Fig. 1: signal wires on met4
Supply wires on this layer in gray. Cells faint in the background.
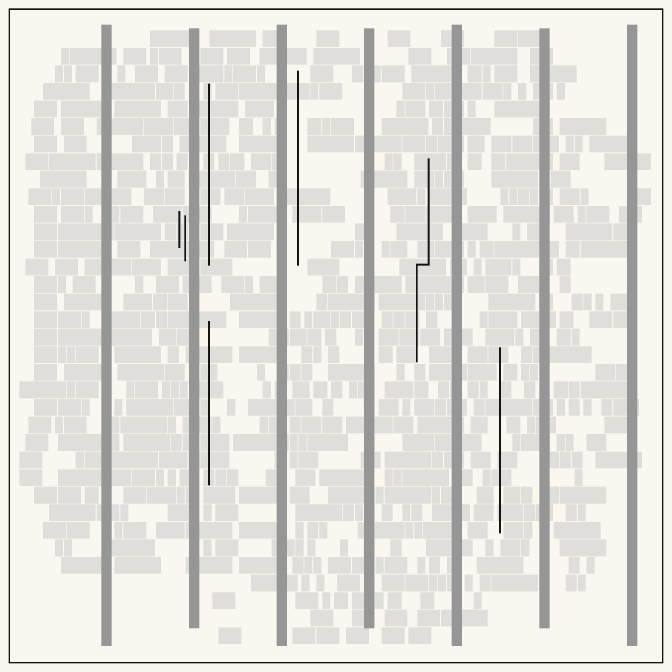
Fig. 2: met3 routing
Scale bar: 20 um.
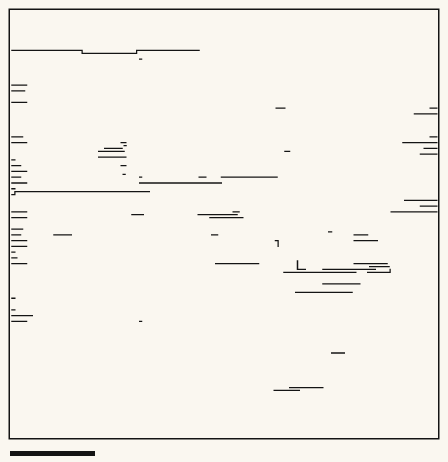
Fig. 3: placement view
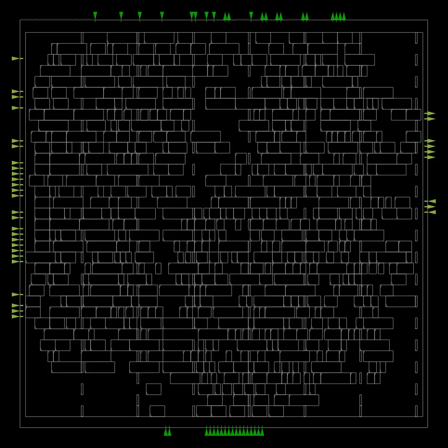
Fig. 4: drive-strength map
Scale bar: 20 um.
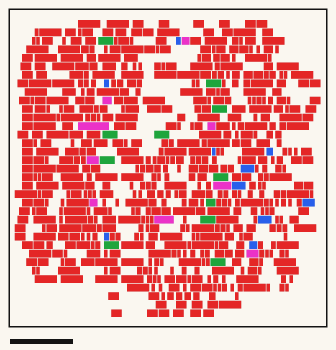
Fig. 5: metal layers overlaid
Scale bar: 20 um.
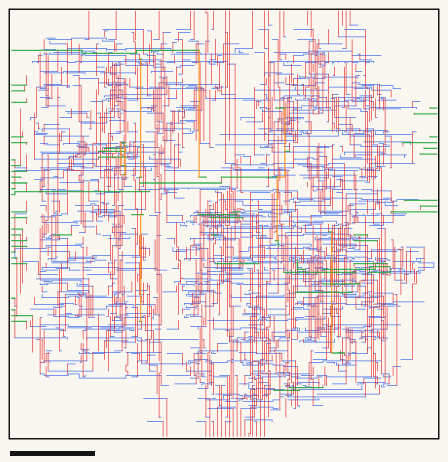
--- src/rtl/mc_pkg.sv ---
// Shared types and width helper for the Monte Carlo sample controller.
package mc_pkg;

    typedef enum logic [1:0] {
        StIdle,
        StRun,
        StDrain,
        StDone
    } mc_state_e;

    // Width of rnd_z and of f = A*x + B*y. It is generous enough that f cannot overflow.
    function automatic int unsigned fw(input int unsigned width, input int unsigned a,
                                       input int unsigned b);
        return width + a + b;
    endfunction

endpackage

--- src/rtl/mc_eval_stage.sv ---
// Two-stage evaluator: stage 1 captures (x, y, z); stage 2 registers hit = (z < A*x + B*y).
module mc_eval_stage
    import mc_pkg::*;
#(
    parameter int unsigned WIDTH = 10,
    parameter int unsigned A     = 2,
    parameter int unsigned B     = 3
) (
    input  logic                        clk,
    input  logic                        rst,
    input  logic                        flush,
    input  logic                        valid,
    input  logic [WIDTH-1:0]            x,
    input  logic [WIDTH-1:0]            y,
    input  logic [fw(WIDTH, A, B)-1:0]  z,
    output logic                        hit_valid,
    output logic                        hit
);

    localparam int unsigned FW = fw(WIDTH, A, B);
    localparam logic [FW-1:0] ACoef = FW'(A);
    localparam logic [FW-1:0] BCoef = FW'(B);

    logic             s1_valid_q;
    logic [WIDTH-1:0] x_q;
    logic [WIDTH-1:0] y_q;
    logic [FW-1:0]    z_q;
    logic [FW-1:0]    f;
    logic             hit_valid_q;
    logic             hit_q;

    always_comb begin
        f = ACoef * FW'(x_q) + BCoef * FW'(y_q);
    end

    always_ff @(posedge clk) begin
        if (rst || flush) begin
            s1_valid_q  <= 1'b0;
            hit_valid_q <= 1'b0;
        end else begin
            s1_valid_q  <= valid;
            hit_valid_q <= s1_valid_q;
        end
    end

    always_ff @(posedge clk) begin
        if (rst) begin
            x_q   <= '0;
            y_q   <= '0;
            z_q   <= '0;
            hit_q <= 1'b0;
        end else begin
            if (valid) begin
                x_q <= x;
                y_q <= y;
                z_q <= z;
            end
            hit_q <= (z_q < f);
        end
    end

    assign hit_valid = hit_valid_q;
    assign hit       = hit_q;

endmodule

--- src/rtl/mc_sample_ctrl.sv ---
// Monte Carlo run controller: start/busy/done FSM, RNG handshake and hit counting.
// Optional MC_ABORT_EN adds an abort input that ends a run early without a done pulse.
module mc_sample_ctrl
    import mc_pkg::*;
#(
    parameter int unsigned WIDTH = 10,
    parameter int unsigned A     = 2,
    parameter int unsigned B     = 3,
    parameter int unsigned CNT_W = 16
) (
    input  logic                        clk,
    input  logic                        rst,
`ifdef MC_ABORT_EN
    input  logic                        abort,
`endif
    input  logic                        start,
    input  logic [CNT_W-1:0]            n_samples,
    input  logic [WIDTH-1:0]            rnd_x,
    input  logic [WIDTH-1:0]            rnd_y,
    input  logic [fw(WIDTH, A, B)-1:0]  rnd_z,
    input  logic                        rnd_valid,
    output logic                        rnd_ready,
    output logic                        busy,
    output logic                        done,
    output logic [CNT_W-1:0]            hits
);

    localparam logic [CNT_W-1:0] HitsMax = '1;

    mc_state_e        state_q, state_d;
    logic [CNT_W-1:0] n_q, n_d;
    logic [CNT_W-1:0] issued_q, issued_d;
    logic [CNT_W-1:0] hits_q, hits_d;
    logic             s1_pend_q;
    logic             handshake;
    logic             kill;
    logic             hit_valid;
    logic             hit;

`ifdef MC_ABORT_EN
    assign kill = abort && (state_q == StRun || state_q == StDrain);
`else
    assign kill = 1'b0;
`endif

    assign rnd_ready = (state_q == StRun) && !kill;
    assign handshake = rnd_valid && rnd_ready;

    mc_eval_stage #(
        .WIDTH (WIDTH),
        .A     (A),
        .B     (B)
    ) u_eval (
        .clk       (clk),
        .rst       (rst),
        .flush     (kill),
        .valid     (handshake),
        .x         (rnd_x),
        .y         (rnd_y),
        .z         (rnd_z),
        .hit_valid (hit_valid),
        .hit       (hit)
    );

    always_comb begin
        state_d  = state_q;
        n_d      = n_q;
        issued_d = issued_q;
        hits_d   = hits_q;

        // A stage-2 hit still lands on the abort edge; only stage 1 is dropped.
        if (hit_valid && hit && hits_q != HitsMax) begin
            hits_d = hits_q + 1'b1;
        end

        unique case (state_q)
            StIdle: begin
                if (start) begin
                    n_d      = n_samples;
                    issued_d = '0;
                    hits_d   = '0;
                    state_d  = (n_samples == '0) ? StDone : StRun;
                end
            end
            StRun: begin
                if (handshake) begin
                    issued_d = issued_q + 1'b1;
                    if (issued_d == n_q) begin
                        state_d = StDrain;
                    end
                end
            end
            StDrain: begin
                if (!s1_pend_q && !hit_valid) begin
                    state_d = StDone;
                end
            end
            StDone: begin
                state_d = StIdle;
            end
            default: begin
                state_d = StIdle;
            end
        endcase

        if (kill) begin
            state_d = StIdle;
        end
    end

    // s1_pend_q mirrors the stage-1 valid so the drain check sees the whole pipeline.
    always_ff @(posedge clk) begin
        if (rst) begin
            state_q   <= StIdle;
            n_q       <= '0;
            issued_q  <= '0;
            hits_q    <= '0;
            s1_pend_q <= 1'b0;
        end else begin
            state_q   <= state_d;
            n_q       <= n_d;
            issued_q  <= issued_d;
            hits_q    <= hits_d;
            s1_pend_q <= handshake;
        end
    end

    assign busy = (state_q == StRun) || (state_q == StDrain);
    assign done = (state_q == StDone);
    assign hits = hits_q;

endmodule

--- config.mk ---
export PLATFORM = sky130hd
export DESIGN_NAME = mc_sample_ctrl
export DESIGN_NICKNAME = d
export VERILOG_FILES = /design/src/rtl/mc_pkg.sv /design/src/rtl/mc_eval_stage.sv /design/src/rtl/mc_sample_ctrl.sv
export SDC_FILE = /design/constraint.sdc
export NUM_CORES = 1
export LEC_CHECK = 0
export CORE_UTILIZATION = 50
export CTS_BUF_LIST = sky130_fd_sc_hd__clkbuf_8
export DETAILED_ROUTE_END_ITERATION = 7
export PLACE_DENSITY = 0.8
export SLEW_MARGIN = 10
export SYNTH_ARGS = -nofsm -noshare
export SYNTH_HDL_FRONTEND = slang
export SYNTH_HIERARCHICAL = 1
export SYNTH_SLANG_ARGS = --single-unit
--- constraint.sdc ---
create_clock -name clk -period 6.8 [get_ports clk]
set_input_delay 1.7 -clock clk [delete_from_list [all_inputs] [get_ports clk]]
set_output_delay 1.7 -clock clk [all_outputs]
set_load 0.01 [all_outputs]
==> run summary <==
Outcome - finished, final reports clean
GPL Wtd Cong - 0.875
# resized after CTS - 0
Boundary pin count - 74
Synth area leader - dfxtp_1
Antenna cells - 0
Max-Cap Viols - 0
Iteration-0 DRC Markers - 198
Gate Area - 2940 um^2
Reg2reg end - u_eval/hit$_SDFF_PP0_
Max VDD drop - 0.109 mV
#FFs+latches synth - 89
Height of the chip - 101 um
IO Port Bufs - 73
Crit end category - register
Starting Density - 0.523
Area share, top type - 0.364
Setup Buffers After CTS - 0
Vias in the first global route - 3736
First-pass GRT wire length - 16800 um
Global route overflow - 0
Hold path startpoint - u_eval/s1_valid_q$_SDFF_PP0_
Worst Path Max Fanout - 3
Worst clock skew - 0.00839 ns
Power Total - 1410 uW
Clk_lat worst skew - 0.36 ns
Place WS - 3.04 ns
Async S/R FF share, synth - 0
Reg2Reg Setup Slack - 3.31 ns
Antenna violations before repair - 0
Yosys cell count - 561
Fillcell total - 828
Leak Pwr - 0.00226 uW
H-tree Lvls - 3
Yosys stat area - 4900 um^2
Post-CTS Hold Buffers - 0
Tool warning count - 30
Slew Viols, Final - 0
Synth Instances - 561
Final Hold Viols - 0
RSZ-0062 raised after global routing - no
Ys Warns - 6
Top cells excl fill/tap - dfxtp_1, nor2_1, clkdlybuf4s50_1
R2R depth - 15
Slew @ Worst Pin - 1.11 ns
Biggest area cells - dfxtp_1, mux2i_1, ha_1, nor2_1, a21oi_1
Final setup vio count - 0
CTS tree - done
CP Launch Point - u_eval/y_q[1]$_SDFFE_PP0P_
Sequential cell area - 1780 um^2
Crit start category - register
Post-synth EDFFs - 0
Die area - 10200 um^2
Unique cell types - 54
Worst hold slack - 0.454 ns
Largest net degree at the start of global routing - 77
CTS Buffer Depth - 2
Cts bufs inserted - 9
Critical path type - register to register
NumNets Final - 715
CP required - 7.08 ns
Drc violations - 0
Period minus WS final - 3.49 ns
CTS sink count - 89
Hold depth - 1
Crit share post-route - 0.514
Crit path DAT - 3.77 ns
Ys flop type - dfxtp_1
Final core occ - 0.625
Mapped Area - 4900 um^2
Most frequent logic cell in the layout - dfxtp_1
Setup TNS - 0 ns
Hold path endpoint - u_eval/hit_valid$_SDFF_PP0_
Worst slew margin - 0.255
Reg-to-Reg Start - u_eval/y_q[1]$_SDFFE_PP0P_
Antenna Violating Nets Remaining - 0
Avg Cell Area, Syn - 8.74 um^2
CORE AREA - 9370 um^2
Layout cells sized above 1 - 0.0479
Worst hold-check path type - register to register
DP HPWL - 7720 um
CTS root buffer - clkbuf_8
Chip width - 101 um
Pre-antenna DRT Iters - 4
Post-synth seq share - 0.364
Fmax - 286 MHz
Pwr dens - 240 nW/um^2
Clock transition at the registers of the reported paths - 0.09 ns
Via density - 5.31
-- Fig. 1 (at the start) --
- main direction: vertical
- nets with wire on the layer: 5
- share of all routed wire: 1.5%
- longest straight run: 29.9 um
vias: 4007
DRT Wirelength: 10300 um

-- Fig. 2 (at the start) --
- wire length on this layer: 381 um
- longest straight run: 31.7 um
- share of all routed wire: 3.7%
- nets with wire on the layer: 58
- main direction: horizontal
met3 GRT Util: 0.0284

-- Fig. 3 (at the start) --
Seq/total area: 0.304
Rows: 35

-- Fig. 4 (at the start) --
- _6 and larger: green (cells 11; share 1.8%)
- _0 and _1 cells: red (cells 596; share 95%)
- _2 cells: blue (cells 10; share 1.6%)
- _3 and _4 cells: magenta (cells 9; share 1.4%)
Final Cell Area: 5860 um^2
final worst slack: 3.31 ns
nonclk buf count: 74
Area Growth Syn to Fin: 19.6%

-- Fig. 5 (at the start) --
- metal 4: orange (wire length 157 um)
- metal 1: blue (wire length 4590 um)
- metal 2: red (wire length 5220 um)
- metal 3: green (wire length 381 um)
Global Route Usage Sum: 0.209
routed len/inst: 13.7 um

synthesized netlist by cell type (2+ instances only):
cell type / number
a21o_1: 7
a21oi_1: 46
a31oi_1: 2
a41oi_1: 2
and2_1: 6
and3_1: 3
buf_1: 3
buf_2: 7
clkbuf_1: 12
clkbuf_2: 2
dfxtp_1: 89
fa_1: 10
ha_1: 29
inv_1: 16
mux2i_1: 38
nand2_1: 57
nand2b_1: 2
nand3_1: 18
nand3b_1: 3
nand4_1: 9
nor2_1: 82
nor2b_1: 5
nor3_1: 6
nor3b_1: 4
nor4_1: 7
nor4_2: 3
o21ai_0: 15
o21ai_1: 3
o21bai_1: 3
or3_1: 3
xnor2_1: 26
xor2_1: 21
layer usage:
layer  vias to the layer above  global-route usage  wire length, um
li1                       2036                   -                -
met1                      1859               0.244             4590
met2                        96               0.387             5220
met3                        16              0.0284              381
met4                         0              0.0792              156
met5                         -                   0                0
final cells by class:
| type | instances | area share |
|---|---|---|
| multi-input cells | 431 | 0.502 |
| flip-flops and latches | 89 | 0.304 |
| well taps | 129 | 0.0275 |
| inverters | 16 | 0.0102 |
| clock buffers | 10 | 0.0235 |
| clock inverters | 6 | 0.00726 |
| repair buffers | 74 | 0.125 |
kinds of logic after synthesis:
logic type | share of synthesized area
adder cells (fa/ha/maj) | 0.115
multiplexers | 0.0822
buffers and inverters | 0.0368
other | 0.000765
XOR/XNOR | 0.0840
flip-flops | 0.364
AND-OR/OR-AND | 0.106
AND/OR/NAND/NOR | 0.211
power breakdown:
group | switching (uW) | internal, uW | leakage, uW
Sequential | 41.0 | 572 | 0.000723
Clock | 193 | 143 | 0.0000887
Combinational | 253 | 205 | 0.00145
Total | 487 | 920 | 0.00226
registers in the layout, summed over array words and instances, names as in the netlist:
signal and count:
hits 16, issued_q 16, n_q 16, s1_pend_q 1, state_q 2, u_eval/hit 1, u_eval/hit_valid 1, u_eval/s1_valid_q 1
u_eval/x_q 10, u_eval/y_q 10, u_eval/z_q 15
stage by stage:
stage | cells | area, um^2
detailed placement | 739 | 5680
floorplan | 562 | 4900
global placement | 739 | 5680
finish | 755 | 5860
CTS | 755 | 5860
global route | 755 | 5860
how the worst max path moves through the flow:
stage	slack [ns]	endpoint	cells after the start
2_1_floorplan	3.67	u_eval/hit$_SDFF_PP0_	15
3_3_place_gp	3.12	state_q[1]$_SDFFE_PP0P_	8
3_5_place_dp	3.04	state_q[1]$_SDFFE_PP0P_	8
4_1_cts	3.31	u_eval/hit$_SDFF_PP0_	15
5_1_grt	3.12	u_eval/hit$_SDFF_PP0_	15
6_report	3.31	u_eval/hit$_SDFF_PP0_	15
critical path, cell delays in order (launching register included):
cell	delay, ns
dfxtp_1	0.38
inv_1	0.07
fa_1	0.50
inv_1	0.04
ha_1	0.21
fa_1	0.41
a21o_1	0.17
a21oi_1	0.21
o21ba_1	0.20
o21bai_1	0.09
xnor2_1	0.20
ha_1	0.29
a21o_1	0.16
a21oi_1	0.13
o21ai_0	0.13
a41oi_1	0.24
No activity file was given, so power comes from the tool's default toggle rates.
